Figure 1. Routed metal, one color a layer (run 1).
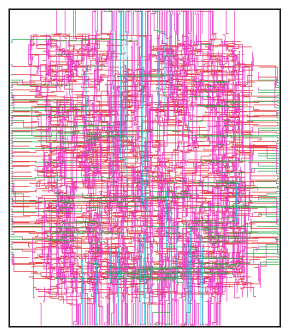
Figure 2. Cells colored by class (run 1).
Fill, decap, tap and diode cells in gray.
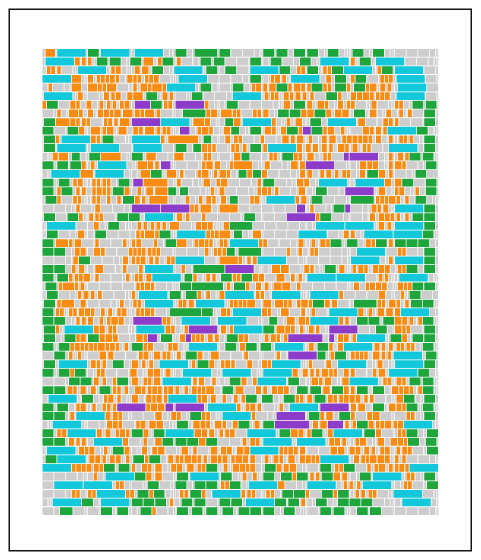
Figure 3. Placed standard cells (run 1).
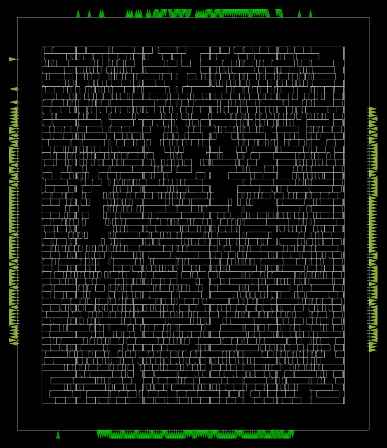
[config.mk]
export PLATFORM = sky130hd
export DESIGN_NAME = alu_issue_stage_flat
export DESIGN_NICKNAME = d
export VERILOG_FILES = /design/src/rtl/alu_issue_stage_pkg.sv /design/src/rtl/alu_issue_stage_if.sv /design/src/rtl/alu_issue_stage_decoder.sv /design/src/rtl/alu_issue_stage.sv /design/src/flat_wrapper.sv
export SDC_FILE = /design/constraint.sdc
export NUM_CORES = 1
export LEC_CHECK = 0
export ABC_AREA = 1
export CAP_MARGIN = 25
export CORE_ASPECT_RATIO = 1.2
export CORE_MARGIN = 10
export CORE_UTILIZATION = 45
export CTS_CLUSTER_SIZE = 16
export DETAILED_ROUTE_END_ITERATION = 6
export MAX_ROUTING_LAYER = met4
export PLACE_DENSITY_LB_ADDON = 0.25
export SLEW_MARGIN = 20
export SYNTH_ARGS = -nofsm -noshare
export SYNTH_HDL_FRONTEND = slang
export SYNTH_SLANG_ARGS = --single-unit
[constraint.sdc]
create_clock -name clk -period 4.4 [get_ports clk]
set_clock_uncertainty 0.2 [all_clocks]
set_input_delay 0.88 -clock clk [delete_from_list [all_inputs] [get_ports clk]]
set_output_delay 0.88 -clock clk [all_outputs]
set_load 0.1 [all_outputs]
[src/rtl/alu_issue_stage_pkg.sv]
// Shared encodings for the ID->EX issue stage: ALU Func codes, MIPS opcode/funct values
// and the decoded-instruction record passed from the decoder to the issue register.
package alu_issue_stage_pkg;

    localparam logic [3:0] FUNC_AND  = 4'b0000;
    localparam logic [3:0] FUNC_OR   = 4'b0001;
    localparam logic [3:0] FUNC_XOR  = 4'b0010;
    localparam logic [3:0] FUNC_XNOR = 4'b0011;
    localparam logic [3:0] FUNC_ADD  = 4'b0100;
    localparam logic [3:0] FUNC_SUB  = 4'b1100;
    localparam logic [3:0] FUNC_SLT  = 4'b1101;

    localparam logic [5:0] OP_RTYPE = 6'h00;
    localparam logic [5:0] OP_ADDI  = 6'h08;
    localparam logic [5:0] OP_ADDIU = 6'h09;
    localparam logic [5:0] OP_SLTI  = 6'h0A;
    localparam logic [5:0] OP_ANDI  = 6'h0C;
    localparam logic [5:0] OP_ORI   = 6'h0D;
    localparam logic [5:0] OP_XORI  = 6'h0E;
    localparam logic [5:0] OP_LUI   = 6'h0F;
    localparam logic [5:0] OP_LW    = 6'h23;
    localparam logic [5:0] OP_SW    = 6'h2B;

    localparam logic [5:0] FN_ADD  = 6'h20;
    localparam logic [5:0] FN_ADDU = 6'h21;
    localparam logic [5:0] FN_SUB  = 6'h22;
    localparam logic [5:0] FN_SUBU = 6'h23;
    localparam logic [5:0] FN_AND  = 6'h24;
    localparam logic [5:0] FN_OR   = 6'h25;
    localparam logic [5:0] FN_XOR  = 6'h26;
    localparam logic [5:0] FN_SLT  = 6'h2A;

    typedef enum logic [1:0] {
        IMM_NONE = 2'd0,
        IMM_SEXT = 2'd1,
        IMM_ZEXT = 2'd2,
        IMM_LUI  = 2'd3
    } imm_kind_e;

    typedef struct packed {
        logic [3:0] func;
        imm_kind_e  imm_kind;
        logic [4:0] rs;
        logic [4:0] rt;
        logic [4:0] rd;
        logic       we;
        logic       mem_rd;
        logic       mem_wr;
        logic       uses_rt;
        logic       zero_in1;
        logic       illegal;
    } decode_t;

endpackage

[src/rtl/alu_issue_stage_if.sv]
// Decode-side and EX-side handshake/bus of the issue stage; master is the surrounding
// pipeline, slave is the issue stage itself.
interface alu_issue_stage_if #(parameter int XLEN = 32);

    logic            id_valid;
    logic            id_ready;
    logic [31:0]     id_instr;
    logic [XLEN-1:0] id_rs_data;
    logic [XLEN-1:0] id_rt_data;

    logic            ex_ready;
    logic            ex_valid;
    logic [XLEN-1:0] ex_in1;
    logic [XLEN-1:0] ex_in2;
    logic [3:0]      ex_func;
    logic [4:0]      ex_rd;
    logic            ex_we;
    logic            ex_mem_rd;
    logic            ex_mem_wr;
    logic [XLEN-1:0] ex_store_data;
    logic            ex_illegal;

    modport master (
        output id_valid, id_instr, id_rs_data, id_rt_data, ex_ready,
        input  id_ready, ex_valid, ex_in1, ex_in2, ex_func, ex_rd, ex_we,
               ex_mem_rd, ex_mem_wr, ex_store_data, ex_illegal
    );

    modport slave (
        input  id_valid, id_instr, id_rs_data, id_rt_data, ex_ready,
        output id_ready, ex_valid, ex_in1, ex_in2, ex_func, ex_rd, ex_we,
               ex_mem_rd, ex_mem_wr, ex_store_data, ex_illegal
    );

endinterface

[src/rtl/alu_issue_stage_decoder.sv]
// Combinational MIPS R/I decoder: instruction word -> ALU Func, immediate, destination,
// write/memory flags, rt usage and illegal-opcode indication.
module alu_func_decoder
    import alu_issue_stage_pkg::*;
#(
    parameter int XLEN = 32
) (
    input  logic [31:0]     instr,
    output decode_t         dec,
    output logic [XLEN-1:0] imm
);

    logic [5:0]  op;
    logic [5:0]  funct;
    logic [15:0] imm16;
    logic signed [31:0] lui_word;

    assign op       = instr[31:26];
    assign funct    = instr[5:0];
    assign imm16    = instr[15:0];
    assign lui_word = {imm16, 16'h0000};

    always_comb begin
        dec          = '0;
        dec.imm_kind = IMM_NONE;
        dec.rs       = instr[25:21];
        dec.rt       = instr[20:16];
        case (op)
            OP_RTYPE: begin
                dec.uses_rt = 1'b1;
                dec.rd      = instr[15:11];
                dec.we      = 1'b1;
                case (funct)
                    FN_ADD, FN_ADDU: dec.func = FUNC_ADD;
                    FN_SUB, FN_SUBU: dec.func = FUNC_SUB;
                    FN_AND:          dec.func = FUNC_AND;
                    FN_OR:           dec.func = FUNC_OR;
                    FN_XOR:          dec.func = FUNC_XOR;
                    FN_SLT:          dec.func = FUNC_SLT;
                    default:         dec.illegal = 1'b1;
                endcase
            end
            OP_ADDI, OP_ADDIU: begin
                dec.func = FUNC_ADD;  dec.imm_kind = IMM_SEXT;
                dec.rd   = instr[20:16]; dec.we = 1'b1;
            end
            OP_SLTI: begin
                dec.func = FUNC_SLT;  dec.imm_kind = IMM_SEXT;
                dec.rd   = instr[20:16]; dec.we = 1'b1;
            end
            OP_ANDI: begin
                dec.func = FUNC_AND;  dec.imm_kind = IMM_ZEXT;
                dec.rd   = instr[20:16]; dec.we = 1'b1;
            end
            OP_ORI: begin
                dec.func = FUNC_OR;   dec.imm_kind = IMM_ZEXT;
                dec.rd   = instr[20:16]; dec.we = 1'b1;
            end
            OP_XORI: begin
                dec.func = FUNC_XOR;  dec.imm_kind = IMM_ZEXT;
                dec.rd   = instr[20:16]; dec.we = 1'b1;
            end
            OP_LUI: begin
                dec.func     = FUNC_ADD; dec.imm_kind = IMM_LUI;
                dec.zero_in1 = 1'b1;
                dec.rd       = instr[20:16]; dec.we = 1'b1;
            end
            OP_LW: begin
                dec.func   = FUNC_ADD;  dec.imm_kind = IMM_SEXT;
                dec.rd     = instr[20:16]; dec.we = 1'b1;
                dec.mem_rd = 1'b1;
            end
            OP_SW: begin
                dec.func    = FUNC_ADD; dec.imm_kind = IMM_SEXT;
                dec.rd      = instr[20:16];
                dec.mem_wr  = 1'b1;
                dec.uses_rt = 1'b1;
            end
            default: dec.illegal = 1'b1;
        endcase

        // Unsupported encodings still flow down the pipe, but must have no side effects.
        if (dec.illegal) begin
            dec.func     = '0;
            dec.we       = 1'b0;
            dec.mem_rd   = 1'b0;
            dec.mem_wr   = 1'b0;
            dec.rd       = '0;
            dec.imm_kind = IMM_NONE;
            dec.zero_in1 = 1'b0;
        end
        if (dec.rd == 5'd0) begin
            dec.we = 1'b0;
        end
    end

    always_comb begin
        imm = '0;
        case (dec.imm_kind)
            IMM_SEXT: imm = XLEN'(signed'(imm16));
            IMM_ZEXT: imm = XLEN'(imm16);
            IMM_LUI:  imm = XLEN'(lui_word);
            default:  imm = '0;
        endcase
    end

endmodule

[src/rtl/alu_issue_stage.sv]
// ID->EX issue register for the ALU: operand forwarding, load-use bubble insertion,
// flush handling and a saturating count of inserted bubbles.
module alu_issue_stage
    import alu_issue_stage_pkg::*;
#(
    parameter int XLEN        = 32,
    parameter int STALL_CNT_W = 16
) (
    input  logic                   clk,
    input  logic                   rst_n,
    input  logic                   flush,
    alu_issue_stage_if.slave       bus,
    input  logic                   fwd_ex_we,
    input  logic [4:0]             fwd_ex_rd,
    input  logic [XLEN-1:0]        fwd_ex_data,
    input  logic                   fwd_mem_we,
    input  logic [4:0]             fwd_mem_rd,
    input  logic [XLEN-1:0]        fwd_mem_data,
    output logic [STALL_CNT_W-1:0] stall_cnt
);

    decode_t         dec;
    logic [XLEN-1:0] imm;
    logic [XLEN-1:0] rs_val;
    logic [XLEN-1:0] rt_val;
    logic [XLEN-1:0] in1_next;
    logic [XLEN-1:0] in2_next;
    logic            load_use;
    logic            adv;

    alu_func_decoder #(.XLEN(XLEN)) u_decoder (
        .instr (bus.id_instr),
        .dec   (dec),
        .imm   (imm)
    );

    // The younger result (EX) wins over MEM; $0 is hardwired regardless of forwarding.
    function automatic logic [XLEN-1:0] select_operand(
        input logic [4:0]      r,
        input logic [XLEN-1:0] rf_data,
        input logic            ex_we,
        input logic [4:0]      ex_rd,
        input logic [XLEN-1:0] ex_data,
        input logic            mem_we,
        input logic [4:0]      mem_rd,
        input logic [XLEN-1:0] mem_data
    );
        if (r == 5'd0)                 return '0;
        else if (ex_we && ex_rd == r)  return ex_data;
        else if (mem_we && mem_rd == r) return mem_data;
        else                           return rf_data;
    endfunction

    assign rs_val = select_operand(dec.rs, bus.id_rs_data, fwd_ex_we, fwd_ex_rd, fwd_ex_data,
                                   fwd_mem_we, fwd_mem_rd, fwd_mem_data);
    assign rt_val = select_operand(dec.rt, bus.id_rt_data, fwd_ex_we, fwd_ex_rd, fwd_ex_data,
                                   fwd_mem_we, fwd_mem_rd, fwd_mem_data);

    assign in1_next = dec.zero_in1 ? '0 : rs_val;
    assign in2_next = (dec.imm_kind != IMM_NONE) ? imm : rt_val;

    assign load_use = bus.ex_valid && bus.ex_mem_rd && (bus.ex_rd != 5'd0) &&
                      ((bus.ex_rd == dec.rs) || (dec.uses_rt && (bus.ex_rd == dec.rt)));
    assign adv          = !bus.ex_valid || bus.ex_ready;
    assign bus.id_ready = flush || (adv && !load_use);

    // Flush beats everything; a load-use hazard turns the advance into a bubble while
    // the dependent instruction waits upstream; without advance the register holds.
    always_ff @(posedge clk or negedge rst_n) begin
        if (!rst_n) begin
            bus.ex_valid      <= 1'b0;
            bus.ex_in1        <= '0;
            bus.ex_in2        <= '0;
            bus.ex_func       <= '0;
            bus.ex_rd         <= '0;
            bus.ex_we         <= 1'b0;
            bus.ex_mem_rd     <= 1'b0;
            bus.ex_mem_wr     <= 1'b0;
            bus.ex_store_data <= '0;
            bus.ex_illegal    <= 1'b0;
            stall_cnt         <= '0;
        end else if (flush) begin
            bus.ex_valid      <= 1'b0;
            bus.ex_in1        <= '0;
            bus.ex_in2        <= '0;
            bus.ex_func       <= '0;
            bus.ex_rd         <= '0;
            bus.ex_we         <= 1'b0;
            bus.ex_mem_rd     <= 1'b0;
            bus.ex_mem_wr     <= 1'b0;
            bus.ex_store_data <= '0;
            bus.ex_illegal    <= 1'b0;
        end else if (adv) begin
            if (load_use) begin
                bus.ex_valid  <= 1'b0;
                bus.ex_we     <= 1'b0;
                bus.ex_mem_rd <= 1'b0;
                bus.ex_mem_wr <= 1'b0;
                if (stall_cnt != '1) begin
                    stall_cnt <= stall_cnt + STALL_CNT_W'(1);
                end
            end else if (bus.id_valid) begin
                bus.ex_valid      <= 1'b1;
                bus.ex_in1        <= in1_next;
                bus.ex_in2        <= in2_next;
                bus.ex_func       <= dec.func;
                bus.ex_rd         <= dec.rd;
                bus.ex_we         <= dec.we;
                bus.ex_mem_rd     <= dec.mem_rd;
                bus.ex_mem_wr     <= dec.mem_wr;
                bus.ex_store_data <= rt_val;
                bus.ex_illegal    <= dec.illegal;
            end else begin
                bus.ex_valid <= 1'b0;
            end
        end
    end

endmodule

[src/flat_wrapper.sv]
// flat-port wrapper written by rule: the top's interface ports become plain ports
module alu_issue_stage_flat import alu_issue_stage_pkg::*;
#(
    parameter int XLEN        = 32,
    parameter int STALL_CNT_W = 16
)
  (clk, rst_n, flush, fwd_ex_we, fwd_ex_rd, fwd_ex_data, fwd_mem_we, fwd_mem_rd, fwd_mem_data, stall_cnt, bus_id_valid, bus_id_instr, bus_id_rs_data, bus_id_rt_data, bus_ex_ready, bus_id_ready, bus_ex_valid, bus_ex_in1, bus_ex_in2, bus_ex_func, bus_ex_rd, bus_ex_we, bus_ex_mem_rd, bus_ex_mem_wr, bus_ex_store_data, bus_ex_illegal);
  alu_issue_stage_if #(.XLEN(XLEN)) bus_i ();
  input  logic clk;
  input  logic rst_n;
  input  logic flush;
  input  logic fwd_ex_we;
  input  logic [4:0] fwd_ex_rd;
  input  logic [XLEN-1:0] fwd_ex_data;
  input  logic fwd_mem_we;
  input  logic [4:0] fwd_mem_rd;
  input  logic [XLEN-1:0] fwd_mem_data;
  output logic [STALL_CNT_W-1:0] stall_cnt;
  input wire logic [$bits(bus_i.id_valid)-1:0] bus_id_valid;
  input wire logic [$bits(bus_i.id_instr)-1:0] bus_id_instr;
  input wire logic [$bits(bus_i.id_rs_data)-1:0] bus_id_rs_data;
  input wire logic [$bits(bus_i.id_rt_data)-1:0] bus_id_rt_data;
  input wire logic [$bits(bus_i.ex_ready)-1:0] bus_ex_ready;
  output wire logic [$bits(bus_i.id_ready)-1:0] bus_id_ready;
  output wire logic [$bits(bus_i.ex_valid)-1:0] bus_ex_valid;
  output wire logic [$bits(bus_i.ex_in1)-1:0] bus_ex_in1;
  output wire logic [$bits(bus_i.ex_in2)-1:0] bus_ex_in2;
  output wire logic [$bits(bus_i.ex_func)-1:0] bus_ex_func;
  output wire logic [$bits(bus_i.ex_rd)-1:0] bus_ex_rd;
  output wire logic [$bits(bus_i.ex_we)-1:0] bus_ex_we;
  output wire logic [$bits(bus_i.ex_mem_rd)-1:0] bus_ex_mem_rd;
  output wire logic [$bits(bus_i.ex_mem_wr)-1:0] bus_ex_mem_wr;
  output wire logic [$bits(bus_i.ex_store_data)-1:0] bus_ex_store_data;
  output wire logic [$bits(bus_i.ex_illegal)-1:0] bus_ex_illegal;
  assign bus_i.id_valid = bus_id_valid;
  assign bus_i.id_instr = bus_id_instr;
  assign bus_i.id_rs_data = bus_id_rs_data;
  assign bus_i.id_rt_data = bus_id_rt_data;
  assign bus_i.ex_ready = bus_ex_ready;
  assign bus_id_ready = bus_i.id_ready;
  assign bus_ex_valid = bus_i.ex_valid;
  assign bus_ex_in1 = bus_i.ex_in1;
  assign bus_ex_in2 = bus_i.ex_in2;
  assign bus_ex_func = bus_i.ex_func;
  assign bus_ex_rd = bus_i.ex_rd;
  assign bus_ex_we = bus_i.ex_we;
  assign bus_ex_mem_rd = bus_i.ex_mem_rd;
  assign bus_ex_mem_wr = bus_i.ex_mem_wr;
  assign bus_ex_store_data = bus_i.ex_store_data;
  assign bus_ex_illegal = bus_i.ex_illegal;
  alu_issue_stage #(.XLEN(XLEN), .STALL_CNT_W(STALL_CNT_W)) u_core (.clk(clk), .rst_n(rst_n), .flush(flush), .bus(bus_i), .fwd_ex_we(fwd_ex_we), .fwd_ex_rd(fwd_ex_rd), .fwd_ex_data(fwd_ex_data), .fwd_mem_we(fwd_mem_we), .fwd_mem_rd(fwd_mem_rd), .fwd_mem_data(fwd_mem_data), .stall_cnt(stall_cnt));
endmodule
==> notes.md, run 1 <==
Status on the layout run. The flow ran to the end, and the final reports show no timing, DRC or antenna violations. Hold repair after CTS inserted 0 buffers. Looking at the reg2reg group, the worst path starts from u_core.bus.ex_rd[2].

Sequential group power landed at 1.28 mW. The largest part of the power goes to clock. Sum of routed wire segments on met1 landed at 14100 µm.

Post-synthesis instance total landed at 1265. Arrival time of the worst setup path landed at 2.74 ns. Summing all flip-flop and latch instances after layout gives 3150 µm².

Across the whole layout, multi-input logic makes up 38.2% of the cell area. The via count of the first global-routing pass came to 9859. Adder and majority cell fraction of the synthesized area landed at 0.149%. During I/O placement, the number of pins put on the boundary was 304.

Number of antenna violations at the first check in global routing landed at 1. In this run the critical register-to-register path is captured at u_core.bus.ex_illegal. Clock buffer count from CTS landed at 17.

Note that the worst hold path type here is flip-flop to flip-flop. Instance area at placement landed at 11800 µm². Per the GRT log, the top usage layer is met2.

The highest clock rate this design can be run at is 0.262 GHz.
## Picture notes: Figure 1
[magenta] M2 | wire length: 17400 µm
[red] M1 | wire length: 14100 µm
[cyan] M4 | wire length: 1730 µm
[green] M3 | wire length: 3160 µm
average wire length per cell after detail routing: 20.2 µm
Post-Route WL: 36300 µm
global routing usage summed across all routing layers: 29.4%

## Picture notes: Figure 2
[orange] remaining logic cells | cells: 1060 | share of their area: 41%
[green] remaining buffers and delay cells | cells: 327 | share of their area: 28%
[cyan] registers | cells: 126 | share of their area: 26%
[purple] clock drivers and dummy loads | cells: 32 | share of their area: 4.9%
number of rows created at floorplan: 54
sequential portion of the cell area: 25.5%
final std cell area, no fill: 12400 µm²
post-layout util: 67.7%

## Picture notes: Figure 3
layout sequential cell count: 126
non-filler instance count after layout: 1798
number of well-tap cells placed: 252

run 1: state kept, by name, indices dropped and copies added (netlist names):
name	count
u_core.bus.ex_mem_rd	1
u_core.bus.ex_store_data	32
u_core.bus.ex_func	4
u_core.stall_cnt	16
u_core.bus.ex_mem_wr	1
u_core.bus.ex_illegal	1
u_core.bus.ex_in1	32
u_core.bus.ex_we	1
u_core.bus.ex_valid	1
u_core.bus.ex_rd	5
u_core.bus.ex_in2	32
run 1: worst max-delay path, cell delays in order:
cell and delay (ns):
clkdlybuf4s50_1 0.55, inv_1 0.19, nand2_1 0.07, nand2_1 0.08, nor2_1 0.05, nand2_1 0.11
o21ai_4 0.08, a31oi_4 0.48, buf_12 0.25
==> run 2: changes to the inputs <==
- ABC_AREA: 1 -> not set
- SLEW_MARGIN: 20 -> 25
Figure 4. Clock wires, drivers and flops (run 2).
The bar under the picture is 50 µm long.
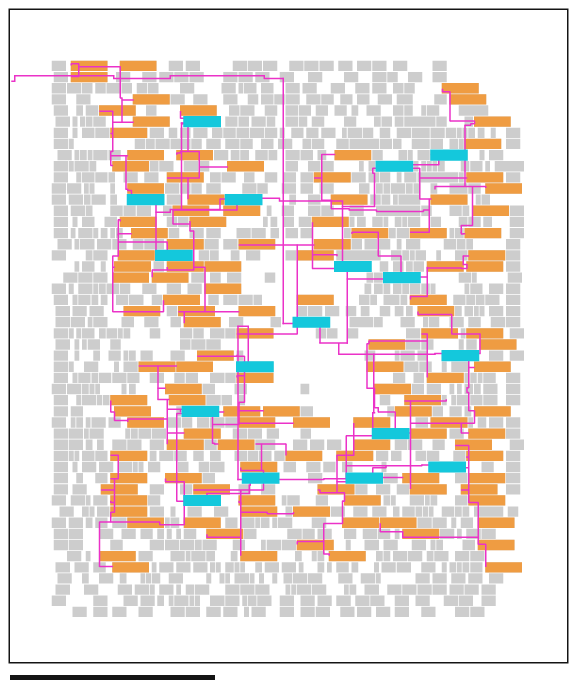
[orange] flip-flops | count: 126
[magenta] clock wires | length: 1700 µm
[cyan] clock-net drivers | count: 17
routed clock nets: 18

Figure 5. I/O pins on the die edge (run 2).
Pins as bars across the die edge, other pins in gray.
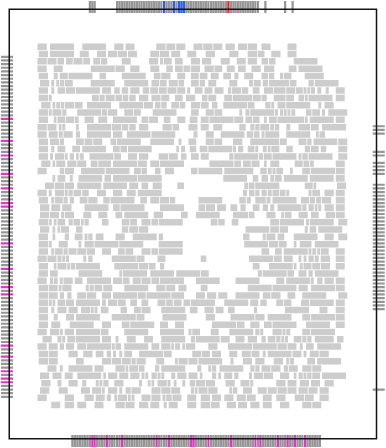
[red] `bus_ex_illegal` | pins: 1 | direction: output | edge: top
[blue] `fwd_mem_rd` | pins: 5 | direction: input | edge: top
[magenta] `bus_id_rs_data` | pins: 32 | direction: input | edge: 16 bottom, 16 left
all pins by edge: 101 bottom, 94 left, 64 top, 45 right
DIE WIDTH: 136 µm
total of buffers placed on input and output ports: 303
vertical extent of the die: 159 µm

==> run 2 against run 1 <==
  * Die size decreased by 12%
  * Non-clock buffer count is 2 lower
  * Flip-flop count stayed put
  * Sequential power hardly changed
  * Critical endpoint unchanged
  * Largest power group unchanged
==> notes.md, run 2 <==
Status on the layout run. Per STA, the library cell used most along the worst path is nand2_1. The launch point of the worst register-to-register path is recorded as u_core.bus.ex_rd[0]. The critical path depth was 8 (-1). The post-synthesis instance total was 756 (-40%). The number of buffer and inverter stages on the critical path is 2 (-1). Number of DRC violations after detailed routing landed at 0. The fraction of the core area covered by cells at the end of the flow came to 70.7% (+3.0 points).

In this run the critical register-to-register path is captured at u_core.bus.ex_store_data[15]. Clock buffer count from CTS landed at 17 (unchanged). Via count of the first global-routing pass landed at 7480 (-24%). Number of DRC markers in iteration 0 landed at 568. Area fraction of clock buffers and clock inverters landed at 4.99%. The dominant power group in this design is clock. Arrival time of the worst setup path landed at 2.93 ns (+0.19 ns). Per STA, the worst path is made up of clkdlybuf4s50_1, or4_1, a2111o_1, o22ai_2, nand2_1, nand2_1, nand2_1, buf_12. The number of placed I/O pins was 304 (unchanged). Note that the worst hold path type here is flip-flop to flip-flop. The total number of tap cells is 208 (-17%). Wire length per cell landed at 22.8 µm (+13%).

Number of hold-repair buffers added at the cts stage landed at 0 (unchanged). Number of antenna violations at the first check in global routing landed at 0 (-1). The routed wire length was 28800 µm (-21%). Non-filler instance count after layout landed at 1259 (-30%). Per the GRT log, the top usage layer is met2. The script extracted a total leakage power of 5.11 nW. Worst-skew pair later-pin latency landed at 0.42 ns.

The run finished with clean final reports. The fraction of standard cell area that is sequential was 28.4% (+3.0 points). The largest individual stage delay along the critical path comes from the cell clkdlybuf4s50_1. The cell family contributing the most delay on the critical path is buffers and inverters. The instance area at placement was 10600 µm² (-11%).

Delay of the slowest cell on the worst path landed at 0.54 ns (about the same). Async set-reset flop share out of synthesis landed at 100%. The sum of routed wire segments on met1 was 10900 µm (-23%). Multi-input logic portion of the cell area landed at 34.9% (-3.3 points).

Number of placement rows landed at 50 (-7.4%). Total global routing track utilization landed at 26.5% (-2.9 points). The post-route cell area is 11100 µm² (-10%). Number of sequential cells landed at 126 (unchanged).
run 2: cell count changes in the layout (fill, tap and decap cells not counted), moves of 15 or more:
cell / change
a221o_1: +15
nand4_1: -58
nand3_1: -148
a311oi_1: +15
inv_1: -54
nor2_1: -101
a21o_1: +49
mux2i_1: +41
a22o_1: +77
a21oi_1: -21
o21ai_1: -34
nand2_1: -300
xnor2_1: +19
or2_2: -30
run 2: cells by family after synthesis:
family                   share of synthesized area [%]
AND-OR/OR-AND                                     27.1
AND/OR/NAND/NOR                                   14.2
flip-flops                                        43.4
buffers and inverters                             3.91
XOR/XNOR                                          5.55
multiplexers                                      5.65
adder cells (fa/ha/maj)                          0.172
==> run 3: changes to the inputs <==
- CORE_MARGIN: 10 -> 3
Figure 6. Cells colored by class (run 3).
Fill, decap, tap and diode cells in gray.
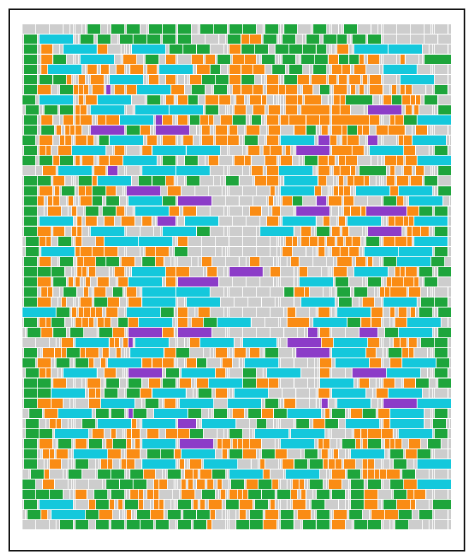
[cyan] registers | cells: 126 | share of their area: 29%
[green] remaining buffers and delay cells | cells: 326 | share of their area: 30%
[orange] remaining logic cells | cells: 571 | share of their area: 36%
[purple] clock drivers and dummy loads | cells: 32 | share of their area: 5.4%
final std cell area, no fill: 11100 µm²
sequential portion of the cell area: 28.3%
Core Footprint: 15700 µm²
post-layout util: 70.9%

Figure 7. I/O pins on the die edge (run 3).
Pins as bars across the die edge, other pins in gray.
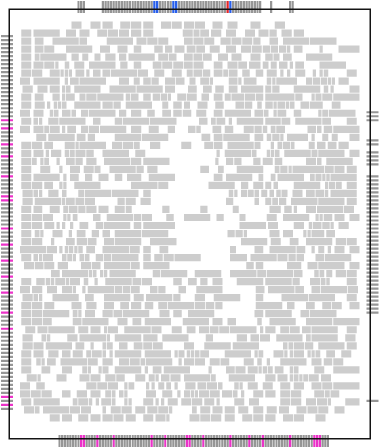
DIE WIDTH: 122 µm
vertical extent of the die: 145 µm

==> run 3 against run 2 <==
  * Synthesized cell count unchanged
  * Power up 1.1%
  * Largest power group unchanged
  * Sequential power hardly changed
  * Global-route usage up 3.8 points
  * Maximum frequency is 0.16% higher
  * Via count rose by 0.19%
  * Routed wire length is 8.6% lower
  * Clock power rose by 4%
==> notes.md, run 3 <==
Status on the layout run. The number of DRC markers in iteration 0 is 449 (-21%). Post-synthesis instance total landed at 756 (unchanged). In this run, power in flip-flops and latches comes to 1.27 mW. Number of placement rows landed at 50 (unchanged). The via count of the first global-routing pass is 7417 (-0.84%). For reference, the top logic cell family by area is AND-OR/OR-AND gates.

The delay of the slowest cell on the worst path was 0.52 ns (-0.02 ns). The library cells used most frequently in the layout, excluding fill and tap cells, are clkdlybuf4s50_1 (301), dfrtp_1 (126), nand2_1 (104). Sum of routed wire segments on met1 landed at 10100 µm (-7.4%). The number of DRC violations after detailed routing was 0 (unchanged). The capture point of the worst register-to-register path is recorded as u_core.bus.ex_in2[6]. The cell family contributing the most delay on the critical path is simple AND/OR/NAND/NOR gates. Net switching is 34.8% of the power. The xor and xnor fraction of the mapped netlist area was 5.55% (unchanged). Final setup slack of the worst path landed at 0.393 ns. The largest share of the power goes to clock. Count of buffers inserted at the top-level ports landed at 303 (unchanged).

The proportion of synthesized area in mux cells came to 5.65% (unchanged). The timing report shows the most common cell along the critical path to be nand2_1. Async set-reset flop share out of synthesis landed at 100% (unchanged). The routed wire length is 26300 µm (-8.6%). The clock buffer count from CTS is 17 (unchanged). The number of placed I/O pins was 304 (unchanged). Per the GRT log, the top usage layer is met2. Number of antenna violations at the first check in global routing landed at 0 (unchanged). The report puts the cell count of the worst reg-to-reg path at 6.

The worst hold path belongs to the class flip-flop to flip-flop. The flow ran to the end, and the final reports show no timing, DRC or antenna violations. The critical path's slowest stage uses the library cell clkdlybuf4s50_1.

Number of buffer and inverter stages on the critical path landed at 2 (unchanged). The instance area at placement came to 10500 µm² (about the same). Reported leakage power landed at 5.11 nW (+0.13%).

Worst-skew pair later-pin latency landed at 0.41 ns (about the same). The report lists the cells along the critical path as clkdlybuf4s50_1, or4_1, a2111o_1, o22ai_2, nand2_1, nand2_1, nand2_1, buf_12. The compound-cell area share of the yosys netlist came to 27.1% (unchanged). Number of hold-repair buffers added at the cts stage landed at 0 (unchanged).

The simple-gate share of the synthesized area was 14.2% (unchanged). The largest registers in the layout are u_core.bus.ex_in1: 32 flops, u_core.bus.ex_in2: 32 flops, u_core.bus.ex_store_data: 32 flops. Part of the Yosys area used for sequential elements landed at 43.4%. Arrival time of the worst setup path landed at 2.93 ns (about the same). Adder and majority cell fraction of the synthesized area landed at 0.172% (unchanged). The highest layer touched by signal routing is met4. Post-synth the commonest register cell is dfrtp_1. Number of levels the H-tree was split into landed at 4. For the worst reg-to-reg path, the startpoint reported by OpenROAD is u_core.bus.ex_rd[0].

Total global routing track utilization landed at 30.3% (+3.8 points). The wire length per cell is 20.8 µm (-8.9%). Peak supply drop landed at 0.274 mV.
[run 3: per-stage QoR]
| stage | hold WS, ns | total power, mW | instances |
|---|---|---|---|
| floorplan | 0.384 | 1.98 | 756 |
| global placement | 0.261 | 2.41 | 1231 |
| detailed placement | 0.269 | 2.42 | 1231 |
| CTS | 0.282 | 3.81 | 1263 |
| global route | 0.296 | 3.91 | 1263 |
| finish | 0.277 | 3.79 | 1263 |
[run 3: logic make-up after synthesis]
group | Yosys count
fa+ha+maj | 1
flops | 126
xor+xnor | 46
mux | 41
buf+inv | 63
compound gates | 261
simple gates | 218
[run 3: cell type report]
type,instances,area (µm²)
Fill cell,1241,4560
Multi-Input combinational cell,567,3880
Timing Repair Buffer,326,3240
Sequential cell,126,3150
Clock buffer,23,478
Tap cell,208,260
Clock inverter,9,109
Inverter,4,15.0
No activity file was given, so power comes from the tool's default toggle rates.
